**src/rtl/mem_responder.sv**
```systemverilog
// Purpose: services datapath fetch/data requests on a single-port RAM in place of a cache.
// Latency: hit pulse one cycle after the RAM reports ACCESS; minimum is a hit two cycles after the request is sampled.
// Backpressure: requests are level-held and wait in IDLE; a stalled RAM is cut off after TIMEOUT cycles.
module mem_responder #(
    parameter int          TIMEOUT  = 64,
    parameter logic [31:0] ERR_WORD = 32'hBAD1BAD1
) (
    input  logic        CLK,
    input  logic        nRST,
    input  logic        imemREN,
    input  logic [31:0] imemaddr,
    output logic [31:0] imemload,
    output logic        ihit,
    input  logic        dmemREN,
    input  logic        dmemWEN,
    input  logic [31:0] dmemaddr,
    input  logic [31:0] dmemstore,
    output logic [31:0] dmemload,
    output logic        dhit,
    input  logic        halt,
    output logic        flushed,
    output logic        ramREN,
    output logic        ramWEN,
    output logic [31:0] ramaddr,
    output logic [31:0] ramstore,
    input  logic [31:0] ramload,
    input  logic [1:0]  ramstate,
    output logic        memerr
);
    localparam int         CNT_W     = $clog2(TIMEOUT + 1);
    localparam logic [1:0] RS_ACCESS = 2'd2;
    localparam logic [1:0] RS_ERROR  = 2'd3;

    typedef enum logic [2:0] {IDLE, DACC, IACC, DONE, HALTED} state_t;

    state_t            state, state_nxt;
    logic [31:0]       addr_q, store_q;
    logic              write_q, data_q;
    logic [CNT_W-1:0]  cnt;
    logic              in_acc, acc_ok, acc_fail;
    logic              take_d, take_i;

    assign in_acc   = (state == DACC) || (state == IACC);
    assign acc_ok   = (ramstate == RS_ACCESS);
    assign acc_fail = !acc_ok && ((ramstate == RS_ERROR) || (cnt == CNT_W'(TIMEOUT - 1)));
    assign ramaddr  = addr_q;
    assign ramstore = store_q;

    always_ff @(posedge CLK or negedge nRST) begin
        if (!nRST) begin
            state <= IDLE;
        end else begin
            state <= state_nxt;
        end
    end

    always_comb begin
        state_nxt = state;
        take_d    = 1'b0;
        take_i    = 1'b0;
        ramREN    = 1'b0;
        ramWEN    = 1'b0;
        ihit      = 1'b0;
        dhit      = 1'b0;
        flushed   = 1'b0;
        case (state)
            IDLE: begin
                // Halt wins over any pending request; data beats fetch.
                if (halt) begin
                    state_nxt = HALTED;
                end else if (dmemREN || dmemWEN) begin
                    take_d    = 1'b1;
                    state_nxt = DACC;
                end else if (imemREN) begin
                    take_i    = 1'b1;
                    state_nxt = IACC;
                end
            end
            DACC: begin
                ramWEN = write_q;
                ramREN = !write_q;
                if (acc_ok || acc_fail) state_nxt = DONE;
            end
            IACC: begin
                ramREN = 1'b1;
                if (acc_ok || acc_fail) state_nxt = DONE;
            end
            DONE: begin
                dhit      = data_q;
                ihit      = !data_q;
                state_nxt = IDLE;
            end
            HALTED: begin
                flushed = 1'b1;
            end
            default: state_nxt = IDLE;
        endcase
    end

    always_ff @(posedge CLK or negedge nRST) begin
        if (!nRST) begin
            addr_q   <= '0;
            store_q  <= '0;
            write_q  <= 1'b0;
            data_q   <= 1'b0;
            cnt      <= '0;
            imemload <= '0;
            dmemload <= '0;
            memerr   <= 1'b0;
        end else begin
            if (take_d) begin
                addr_q  <= dmemaddr;
                store_q <= dmemstore;
                write_q <= dmemWEN;
                data_q  <= 1'b1;
                cnt     <= '0;
            end else if (take_i) begin
                addr_q  <= imemaddr;
                write_q <= 1'b0;
                data_q  <= 1'b0;
                cnt     <= '0;
            end
            if (in_acc) begin
                cnt <= cnt + CNT_W'(1);
                // Writes never touch dmemload, even on a fault.
                if (acc_ok) begin
                    if (data_q && !write_q) dmemload <= ramload;
                    else if (!data_q)       imemload <= ramload;
                end else if (acc_fail) begin
                    memerr <= 1'b1;
                    if (data_q && !write_q) dmemload <= ERR_WORD;
                    else if (!data_q)       imemload <= ERR_WORD;
                end
            end
        end
    end
endmodule

```
**config.mk**
```make
export PLATFORM = sky130hd
export DESIGN_NAME = mem_responder
export DESIGN_NICKNAME = d
export VERILOG_FILES = /design/src/rtl/mem_responder.sv
export SDC_FILE = /design/constraint.sdc
export NUM_CORES = 1
export LEC_CHECK = 0
export CORE_AREA = 2 2 116 130
export CTS_CLUSTER_SIZE = 25
export DETAILED_ROUTE_END_ITERATION = 10
export DIE_AREA = 0 0 118 132
export PLACE_DENSITY = 0.85
export SYNTH_ARGS = -nofsm -noshare
export SYNTH_HDL_FRONTEND = slang
export SYNTH_SLANG_ARGS = --single-unit
```
**constraint.sdc**
```tcl
create_clock -name CLK -period 2.9 [get_ports CLK]
set_clock_uncertainty 0.05 [all_clocks]
set_input_delay 0.29 -clock CLK [delete_from_list [all_inputs] [get_ports CLK]]
set_output_delay 0.29 -clock CLK [all_outputs]
set_load 0.01 [all_outputs]
```
==> run_results.csv <==
group,metric,value,unit
pwr,maxPowerGroup,"registers",
critical_path,path_cells,"nand2b_1 > nor2_1 > nor2_1 > nor2_1 > clkdlybuf4s50_1",
pwr,p_per_area,957,nW/um^2
placement,place_area,8630,um^2
logic_synthesis,ys_cells,555,
critical_path,worstSetupStartpoint,"state[1]",
cts,clock_sinks,141,
floorplan,die_y,132,um
floorplan,chip_area,15600,um^2
worst_hold_path,hp-class,"in -> reg",
logic_synthesis,async_reset_ff_share,100,%
critical_path,cpMostUsedCell,"nor2_1",
pwr,ir_drop,0.484,mV
layout,drive_gt1_share,6.94,%
global_routing,grt-ovfl-total,0,
final_timing,rsz0062_at_grt,"no",
layout,layout.cells.most_common,"clkdlybuf4s50_1",
global_routing,antenna_found_initial,0,
logic_synthesis,yosys-stat-area,5750,um^2
final_timing,finalSetupViolations,0,
final_timing,tightest_slew,732,ps
critical_path,crit_buf_inv,1,
logic_synthesis,syn_area,5750,um^2
final_timing,relSlewSlack,51.2,%
layout,area_share_nonclk_buffers,30.8,%
final_timing,min_period,2300,ps
logic_synthesis,ys_types,36,
pwr,pg_comb,0.00327,W
placement,pre_cts_slack,501,ps
worst_hold_path,hold_depth,3,
pwr,pg_clk,0.00220,W
critical_path,critical_path.top_delay_family,"buffers and inverters",
pwr,seq_power_share,38.2,%
layout,final_cells,1028,
final_timing,hold_violations,0,
cts,cts_tree,"yes",
final_timing,hold-worst-slack,350,ps
critical_path,required,2560,ps
logic_synthesis,synth-edff-count,0,
layout,clkbuf_count,17,
layout,fillers,1109,
routing,drt-initial-drc-count,378,
final_timing,clock.fmax,436,MHz
layout,antennaDiodeCount,0,
outcome,status,"completed",
critical_path,r2r-start,"state[1]",
floorplan,core_area,14200,um^2
-- cells in the mapped netlist (2+ instances only) --
library cell	n	area (um^2)
buf_2	12	60.1
and2_1	2	12.5
a21oi_1	68	340
nor3_2	2	20.0
nand2b_1	12	75.1
nor2b_1	2	12.5
nand2_1	138	518
buf_6	4	45.0
nor3_1	5	25.0
o32a_1	16	160
or3_1	7	43.8
o21ai_0	8	40.0
inv_1	5	18.8
o22a_1	21	184
clkbuf_1	20	75.1
and3_1	3	18.8
a31oi_1	2	12.5
buf_4	2	15.0
dfrtp_1	141	3530
nand3_1	4	20.0
nor2_1	38	143
o2bb2ai_1	18	158
a22o_1	12	105
-- metal layers --
layer | routed length (um) | part of all wire [%] | GRT usage (%) | vias up
li1 | - | - | - | 2467
met2 | 8990 | 51 | 39.4 | 238
met1 | 7010 | 40 | 28.2 | 2526
met5 | 0 | 0 | 0 | -
met4 | 158 | 0.89 | 6.76 | 0
met3 | 1500 | 8.5 | 8.48 | 12
-- final timing paths --
path                                      to
worst min register to register  ramstore[30]
worst min-delay path            ramstore[15]
worst max register to register   imemload[6]
max in group asynchronous           state[0]
min in group asynchronous       dmemload[22]
worst max-delay path                  ramREN
-- registers in the layout (all words and copies together), names as in the netlist --
register  count
dmemload     32
imemload     32
ramaddr      32
ramstore     32
cnt           7
state         3
data_q        1
memerr        1
write_q       1
-- logic make-up after synthesis --
kind of cell | Yosys count | synth area share (%)
simple gates | 221 | 16.6
compound gates | 147 | 17.7
flops | 141 | 61.4
buf+inv | 43 | 3.72
xor+xnor | 1 | 0.283
mux | 1 | 0.174
fa+ha+maj | 1 | 0.218
-- worst reg2reg max path, stage by stage (launching register included) --
cell     delay (ps)
dfrtp_1         490
xnor2_2         230
nor2_2          290
nand3_1         560
o32a_1          520
Nets reached from selected ports:
Scale bar: 20 um.
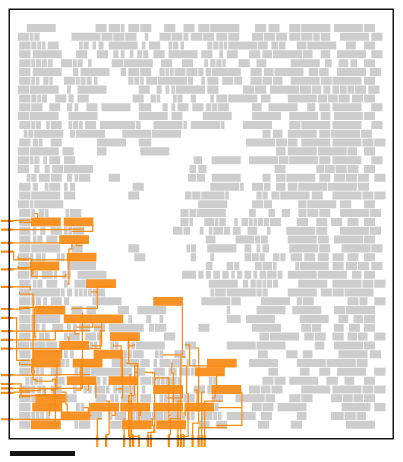
`ramstore`: drawn in orange, bits 32, direction output, edge 16 bottom, 16 left, end cells 32, buffers 32, wire 1,120 um.
Port Buf Inserts: 269
IO Pins: 270

Signal wires on met1:
Scale bar: 20 um. Supply wires on this layer in grey.
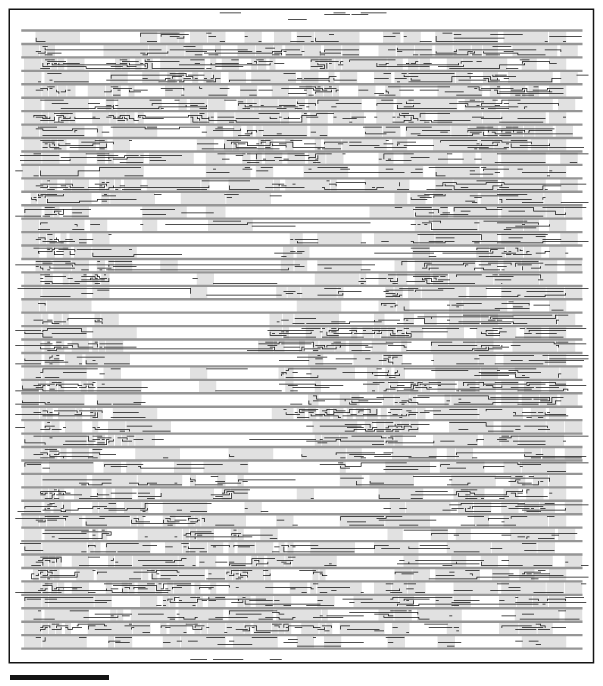
The wires run mostly horizontal. 832 nets have wire on it. The layer carries 7,010 um of wire. The longest straight run is 45.5 um.
via count: 5,243
drt total wl: 17.7 mm

Routing congestion map:
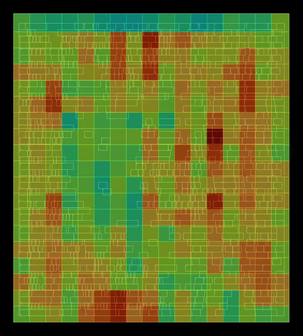
fin util: 65.0%
met1 Use GR: 28.2%
gr busiest metal: met2
met2 GRT Util: 39.4%

Routed metal, one colour a layer:
Two of the layers only.
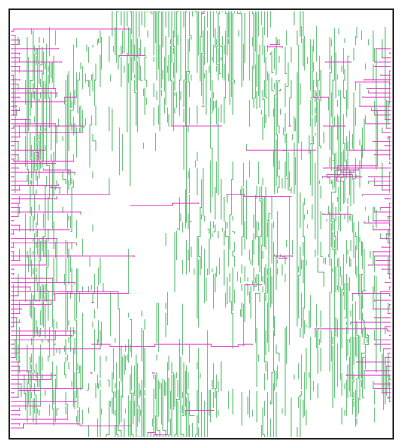
M3: drawn in magenta, wire length 1,500 um. M2: drawn in green, wire length 8,990 um.
WL per Instance: 17.2 um
Tot GR Track Use: 23.4%

Sequential cells coloured by netlist name:
Scale bar: 20 um.
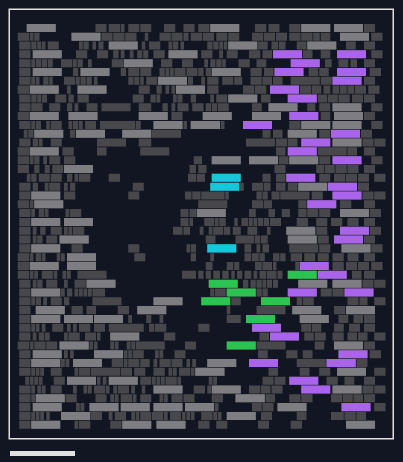
`imemload`: drawn in purple, flops 32, where a vertical strip on the right. `state`: drawn in cyan, flops 3. `cnt`: drawn in green, flops 7.
seq pwr: 0.00338 W
sequential share of cell area: 38.2%
Register Area: 3530 um^2

Power and IR drop assume default switching activity.
